<file path="src/rtl/pipe_control_unit.sv">
// Pipelined, condition-aware control unit: decodes one instruction per cycle and
// carries its controls through EX, MEM and WB against an internal NZCV register.
module pipe_control_unit #(
   parameter int REG_ADDR_W = 4,
   parameter bit COND_EN    = 1'b1
) (
   input  logic                  clk,
   input  logic                  rst_n,
   input  logic                  instr_valid,
   input  logic [31:0]           instr,
   input  logic                  stall,
   input  logic                  flush,
   input  logic [3:0]            alu_nzcv,
   output logic                  ex_valid,
   output logic [1:0]            ex_alu_op,
   output logic                  ex_alu_imm,
   output logic                  ex_is_ls,
   output logic                  ex_is_branch,
   output logic                  branch_taken,
   output logic                  mem_valid,
   output logic                  mem_read,
   output logic                  mem_write,
   output logic                  wb_valid,
   output logic                  wb_reg_write,
   output logic [REG_ADDR_W-1:0] wb_rd,
   output logic [3:0]            flags,
   output logic                  illegal
);

   typedef struct packed {
      logic [3:0]            cond;
      logic [1:0]            alu_op;
      logic                  alu_imm;
      logic                  is_alu;
      logic                  is_ls;
      logic                  is_branch;
      logic                  set_flags;
      logic                  mem_read;
      logic                  mem_write;
      logic                  reg_write;
      logic [REG_ADDR_W-1:0] rd;
   } ctrl_t;

   ctrl_t                 dec_ctrl;
   logic                  dec_illegal;
   ctrl_t                 ex_q;
   logic                  ex_occ;
   logic                  cond_pass;
   logic                  mem_reg_write;
   logic [REG_ADDR_W-1:0] mem_rd;
   logic                  unused_instr;

   assign unused_instr = ^instr;

   always_comb begin
      dec_ctrl      = '0;
      dec_illegal   = 1'b0;
      dec_ctrl.cond = instr[31:28];
      dec_ctrl.rd   = instr[12 +: REG_ADDR_W];
      case (instr[27:26])
         2'b00: begin
            dec_ctrl.is_alu    = 1'b1;
            dec_ctrl.alu_imm   = instr[25];
            dec_ctrl.set_flags = instr[20];
            dec_ctrl.reg_write = 1'b1;
            case (instr[24:21])
               4'b0100: dec_ctrl.alu_op = 2'b10;
               4'b0010: dec_ctrl.alu_op = 2'b11;
               4'b0000: dec_ctrl.alu_op = 2'b00;
               4'b1100: dec_ctrl.alu_op = 2'b01;
               default: dec_illegal     = 1'b1;
            endcase
         end
         2'b01: begin
            dec_ctrl.is_ls     = 1'b1;
            dec_ctrl.alu_op    = 2'b10;
            dec_ctrl.alu_imm   = instr[25];
            dec_ctrl.mem_read  = instr[20];
            dec_ctrl.mem_write = ~instr[20];
            dec_ctrl.reg_write = instr[20];
         end
         2'b10:   dec_ctrl.is_branch = 1'b1;
         default: dec_illegal = 1'b1;
      endcase
      if (COND_EN && instr[31:28] == 4'hF) dec_illegal = 1'b1;
   end

   // Condition check uses the committed flags; the previous setter has already written them.
   always_comb begin
      cond_pass = 1'b1;
      if (COND_EN) begin
         case (ex_q.cond)
            4'h0:    cond_pass = flags[2];
            4'h1:    cond_pass = ~flags[2];
            4'h2:    cond_pass = flags[1];
            4'h3:    cond_pass = ~flags[1];
            4'h4:    cond_pass = flags[3];
            4'h5:    cond_pass = ~flags[3];
            4'h6:    cond_pass = flags[0];
            4'h7:    cond_pass = ~flags[0];
            4'h8:    cond_pass = flags[1] & ~flags[2];
            4'h9:    cond_pass = ~flags[1] | flags[2];
            4'hA:    cond_pass = (flags[3] == flags[0]);
            4'hB:    cond_pass = (flags[3] != flags[0]);
            4'hC:    cond_pass = ~flags[2] & (flags[3] == flags[0]);
            4'hD:    cond_pass = flags[2] | (flags[3] != flags[0]);
            default: cond_pass = 1'b1;
         endcase
      end
   end

   assign ex_valid     = ex_occ & cond_pass;
   assign ex_alu_op    = ex_q.alu_op;
   assign ex_alu_imm   = ex_q.alu_imm;
   assign ex_is_ls     = ex_q.is_ls;
   assign ex_is_branch = ex_q.is_branch;
   assign branch_taken = ex_valid & ex_q.is_branch & ~stall;

   // Flush beats stall for EX; a taken branch squashes whatever is being captured.
   always_ff @(posedge clk or negedge rst_n) begin
      if (!rst_n) begin
         ex_occ  <= 1'b0;
         ex_q    <= '0;
         illegal <= 1'b0;
      end else if (flush || (!stall && branch_taken)) begin
         ex_occ  <= 1'b0;
         ex_q    <= '0;
         illegal <= 1'b0;
      end else if (!stall) begin
         ex_occ  <= instr_valid & ~dec_illegal;
         ex_q    <= (instr_valid && !dec_illegal) ? dec_ctrl : '0;
         illegal <= instr_valid & dec_illegal;
      end
   end

   always_ff @(posedge clk or negedge rst_n) begin
      if (!rst_n) begin
         mem_valid     <= 1'b0;
         mem_read      <= 1'b0;
         mem_write     <= 1'b0;
         mem_reg_write <= 1'b0;
         mem_rd        <= '0;
         wb_valid      <= 1'b0;
         wb_reg_write  <= 1'b0;
         wb_rd         <= '0;
         flags         <= 4'b0000;
      end else if (!stall) begin
         if (ex_valid && !flush) begin
            mem_valid     <= 1'b1;
            mem_read      <= ex_q.mem_read;
            mem_write     <= ex_q.mem_write;
            mem_reg_write <= ex_q.reg_write;
            mem_rd        <= ex_q.rd;
         end else begin
            mem_valid     <= 1'b0;
            mem_read      <= 1'b0;
            mem_write     <= 1'b0;
            mem_reg_write <= 1'b0;
            mem_rd        <= '0;
         end
         wb_valid     <= mem_valid;
         wb_reg_write <= mem_reg_write;
         wb_rd        <= mem_rd;
         if (ex_valid && !flush && ex_q.is_alu && ex_q.set_flags) flags <= alu_nzcv;
      end
   end

endmodule

</file>
<file path="config.mk">
export PLATFORM = sky130hd
export DESIGN_NAME = pipe_control_unit
export DESIGN_NICKNAME = d
export VERILOG_FILES = /design/src/rtl/pipe_control_unit.sv
export SDC_FILE = /design/constraint.sdc
export NUM_CORES = 1
export LEC_CHECK = 0
export ABC_AREA = 0
export CORE_AREA = 10 10 82 84
export CTS_BUF_LIST = sky130_fd_sc_hd__clkbuf_4 sky130_fd_sc_hd__clkbuf_8
export CTS_CLUSTER_SIZE = 40
export DETAILED_ROUTE_END_ITERATION = 16
export DIE_AREA = 0 0 92 94
export HOLD_SLACK_MARGIN = 0.03
export PLACE_DENSITY = 0.63
export SYNTH_ARGS = -nofsm -noshare
export SYNTH_HDL_FRONTEND = slang
export SYNTH_SLANG_ARGS = --single-unit
</file>
<file path="constraint.sdc">
create_clock -name clk -period 2.3 [get_ports clk]
set_input_delay 0.23 -clock clk [delete_from_list [all_inputs] [get_ports clk]]
set_output_delay 0.23 -clock clk [all_outputs]
set_load 0.005 [all_outputs]
</file>
**Run 1: wiring by layer**

The bar under the picture is 20 um long.
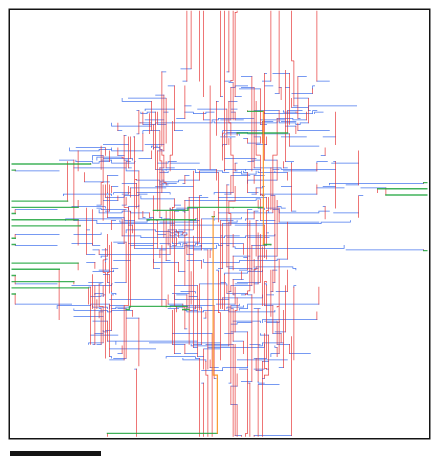
layer	colour	wire length
metal 1	blue	1840 um
metal 4	orange	77.8 um
metal 2	red	2290 um
metal 3	green	245 um

**Run 1: where the registers sit**

The bar under the picture is 20 um long. Other sequential cells in the stronger grey, the rest of the logic in the fainter grey.
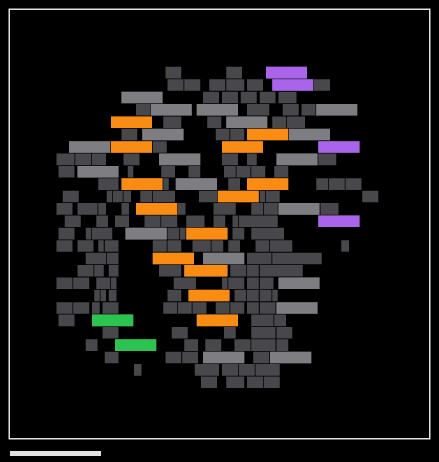
netlist name	colour	flops
wb_rd	purple	4
ex_alu_op	green	2
ex_q	orange	13
Util after Layout: 50.0%
power of the sequential group: 682 uW
sequential fraction of total cell area: 37.5%

**Run 1: placement view**

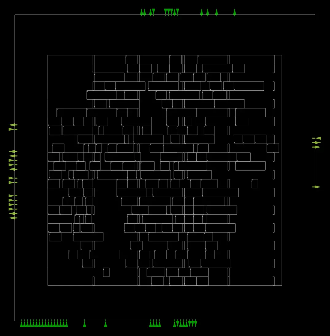
Flop Count: 38
core region area: 5070 um^2
Filler cells: 463

==> run 1: critical path, delay by kind of cell, from the launching register on <==
kind | cells | cell delay, ns
flops | 1 | 0.39
simple gates | 4 | 1.08
buf+inv | 2 | 0.26
compound gates | 1 | 0.12
==> run 1: registers in the layout, summed over array words and instances (netlist names) <==
name	flops
ex_is_branch	1
ex_is_ls	1
mem_write	1
wb_rd	4
wb_valid	1
mem_rd	4
ex_alu_op	2
wb_reg_write	1
ex_alu_imm	1
flags	4
ex_q	13
ex_occ	1
illegal	1
mem_read	1
mem_reg_write	1
mem_valid	1
==> run 1: area by class of cell <==
cell class	count	area share, %
well taps	70	3.45
clock buffers	6	3.26
multi-input cells	81	29.9
clock inverters	1	1.18
repair buffers	65	23.8
inverters	6	0.888
flip-flops and latches	38	37.5
==> impl_metrics.csv, run 1 <==
group,metric,value,unit
status,status,"complete, but fails checks",
status,failed_checks,"setup timing",
drt,met3RoutedLength,245,um
floorplanning,chipArea,8650,um^2
cells_and_area,area.sequential,952,um^2
setup_path,critPathLaunchType,"register",
global_route,globalRoute.totalOverflow,0,
final_timing,setup_failing_eps_final,3,
setup_path,worst_setup_path_end_kind,"primary output",
logic_synthesis,synth.avg_cell_area,13.1,um^2
final_timing,worst_clock_skew,0.00533,ns
logic_synthesis,post_synth_xor_area_fraction,2.00,%
cells_and_area,final_common_cell,"sky130_fd_sc_hd__clkdlybuf4s50_1",
logic_synthesis,sequential_fraction_of_the_synthesis_area,54.4,%
drt,drt_iter0_drc,89,
final_timing,final_critical_path_setup_slack,-0.0741,ns
floorplanning,die_y,94,um
setup_path,crit_chain,"or4b_4, o2111ai_4, and4b_1, nor3_2, buf_4, and3b_2, buf_6",
setup_path,worst_r2r_endpoint,"flags[3]",
clock_network,postCtsSetupRepairBufs,4,
drt,routed_wire_length_per_instance,16.7,um
pwr,p_per_area,550,nW/um^2
pwr,maxPowerGroup,"sequential cells",
logic_synthesis,synth_warnings,0,
global_route,gr-usage-all-layers,10.6,%
drt,drt_pre_antenna_iters,4,
drt,route.detailed.drc,0,
==> run 2: changes to the inputs <==
--- a/config.mk
+++ b/config.mk
@@ -12,7 +12,7 @@
 export DETAILED_ROUTE_END_ITERATION = 16
 export DIE_AREA = 0 0 92 94
 export HOLD_SLACK_MARGIN = 0.03
-export PLACE_DENSITY = 0.63
+export PLACE_DENSITY = 0.74
 export SYNTH_ARGS = -nofsm -noshare
 export SYNTH_HDL_FRONTEND = slang
 export SYNTH_SLANG_ARGS = --single-unit
**Run 2: gate-type map**

The bar under the picture is 20 um long.
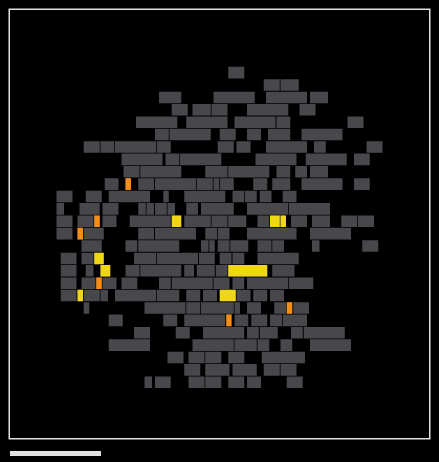
family	colour	cells
NOR gates	yellow	8
inverters	orange	6
Commonest Layout Cell: sky130_fd_sc_hd__clkdlybuf4s50_1
count of non-filler cells in the finished layout: 271

==> impl_metrics.csv, run 2 <==
group,metric,value,unit
cells_and_area,final.signal_inverter_count,6,
pwr,maxPowerGroup,"sequential cells",
cells_and_area,dominant-cell-class,"registers",
global_route,globalRoute.totalOverflow,0,
logic_synthesis,synth.avg_cell_area,13.1,um^2
cells_and_area,num-multi-input-gates,81,
cells_and_area,clock_buffers_and_inverters_area_share,4.36,%
cells_and_area,regMostFlops,"ex_q",
setup_path,timing.critical_path.max_delay_family,"simple AND/OR/NAND/NOR gates",
cells_and_area,layout.buffer.nonclock.area_share,25.6,%
setup_path,crit_buf_inv,1,
logic_synthesis,synth_warnings,0,
cells_and_area,layout.sequential_cells,38,
setup_path,crit_chain,"or4b_4, o2111ai_4, and4b_1, nor3_2, and3b_2, buf_2",
pwr,p_per_area,538,nW/um^2
cells_and_area,final.signal_buffer_count,69,
cells_and_area,count_of_clock_buffers_in_the_final_design,6,
floorplanning,die_y,94,um
pwr,p_seq,682,uW
drt,routed_wire_length_per_instance,16.1,um
global_route,gr-usage-all-layers,10.3,%
floorplanning,chipArea,8650,um^2
setup_path,worst_setup_path_end_kind,"primary output",
status,failed_checks,"setup timing",
drt,met3RoutedLength,274,um
cells_and_area,largest_register_ff_count,13,
drt,route.detailed.drc,0,
cells_and_area,fill_cells,463,
floorplanning,number_of_well_taps,70,
status,status,"complete, but fails checks",
final_timing,setup_failing_eps_final,1,
cells_and_area,combinational_share_of_cell_area,29.0,%
final_timing,final_critical_path_setup_slack,-0.0273,ns
logic_synthesis,sequential_fraction_of_the_synthesis_area,54.4,%
**Run 2: where the registers sit**

The bar under the picture is 20 um long. Other sequential cells in the stronger grey, the rest of the logic in the fainter grey.
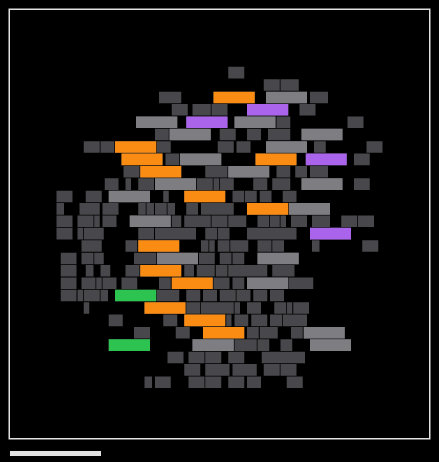
netlist name	colour	flops
ex_q	orange	13
ex_alu_op	green	2
wb_rd	purple	4
not coloured	19
sequential fraction of total cell area: 36.8%
Util after Layout: 50.9%
Storage cell area: 951 um^2

[run 2: kinds of logic (layout without fill, tap and decap cells)]
family	Yosys count	count (layout)	share of synthesized area, %
buffers and inverters	14	82	4.08
XOR/XNOR	4	4	2.00
multiplexers	12	12	8.45
AND-OR/OR-AND	40	40	20.0
flip-flops	38	38	54.4
adder cells (fa/ha/maj)	3	3	2.15
AND/OR/NAND/NOR	22	22	8.95
[run 2: final timing paths]
path / startpoint / to / slack [ns] / cells after the start
min in group clk: ex_alu_imm / ex_alu_imm / 0.49 / 2
max in group asynchronous: rst_n / flags[3] / 1.75 / 1
min reg2reg: ex_alu_imm / ex_alu_imm / 0.49 / 2
max: flags[0] / branch_taken / -0.03 / 6
max reg2reg: flags[0] / flags[2] / 0 / 8
min: rst_n / ex_alu_op[1] / 0.03 / 1
No activity file was given, so power comes from the tool's default toggle rates.
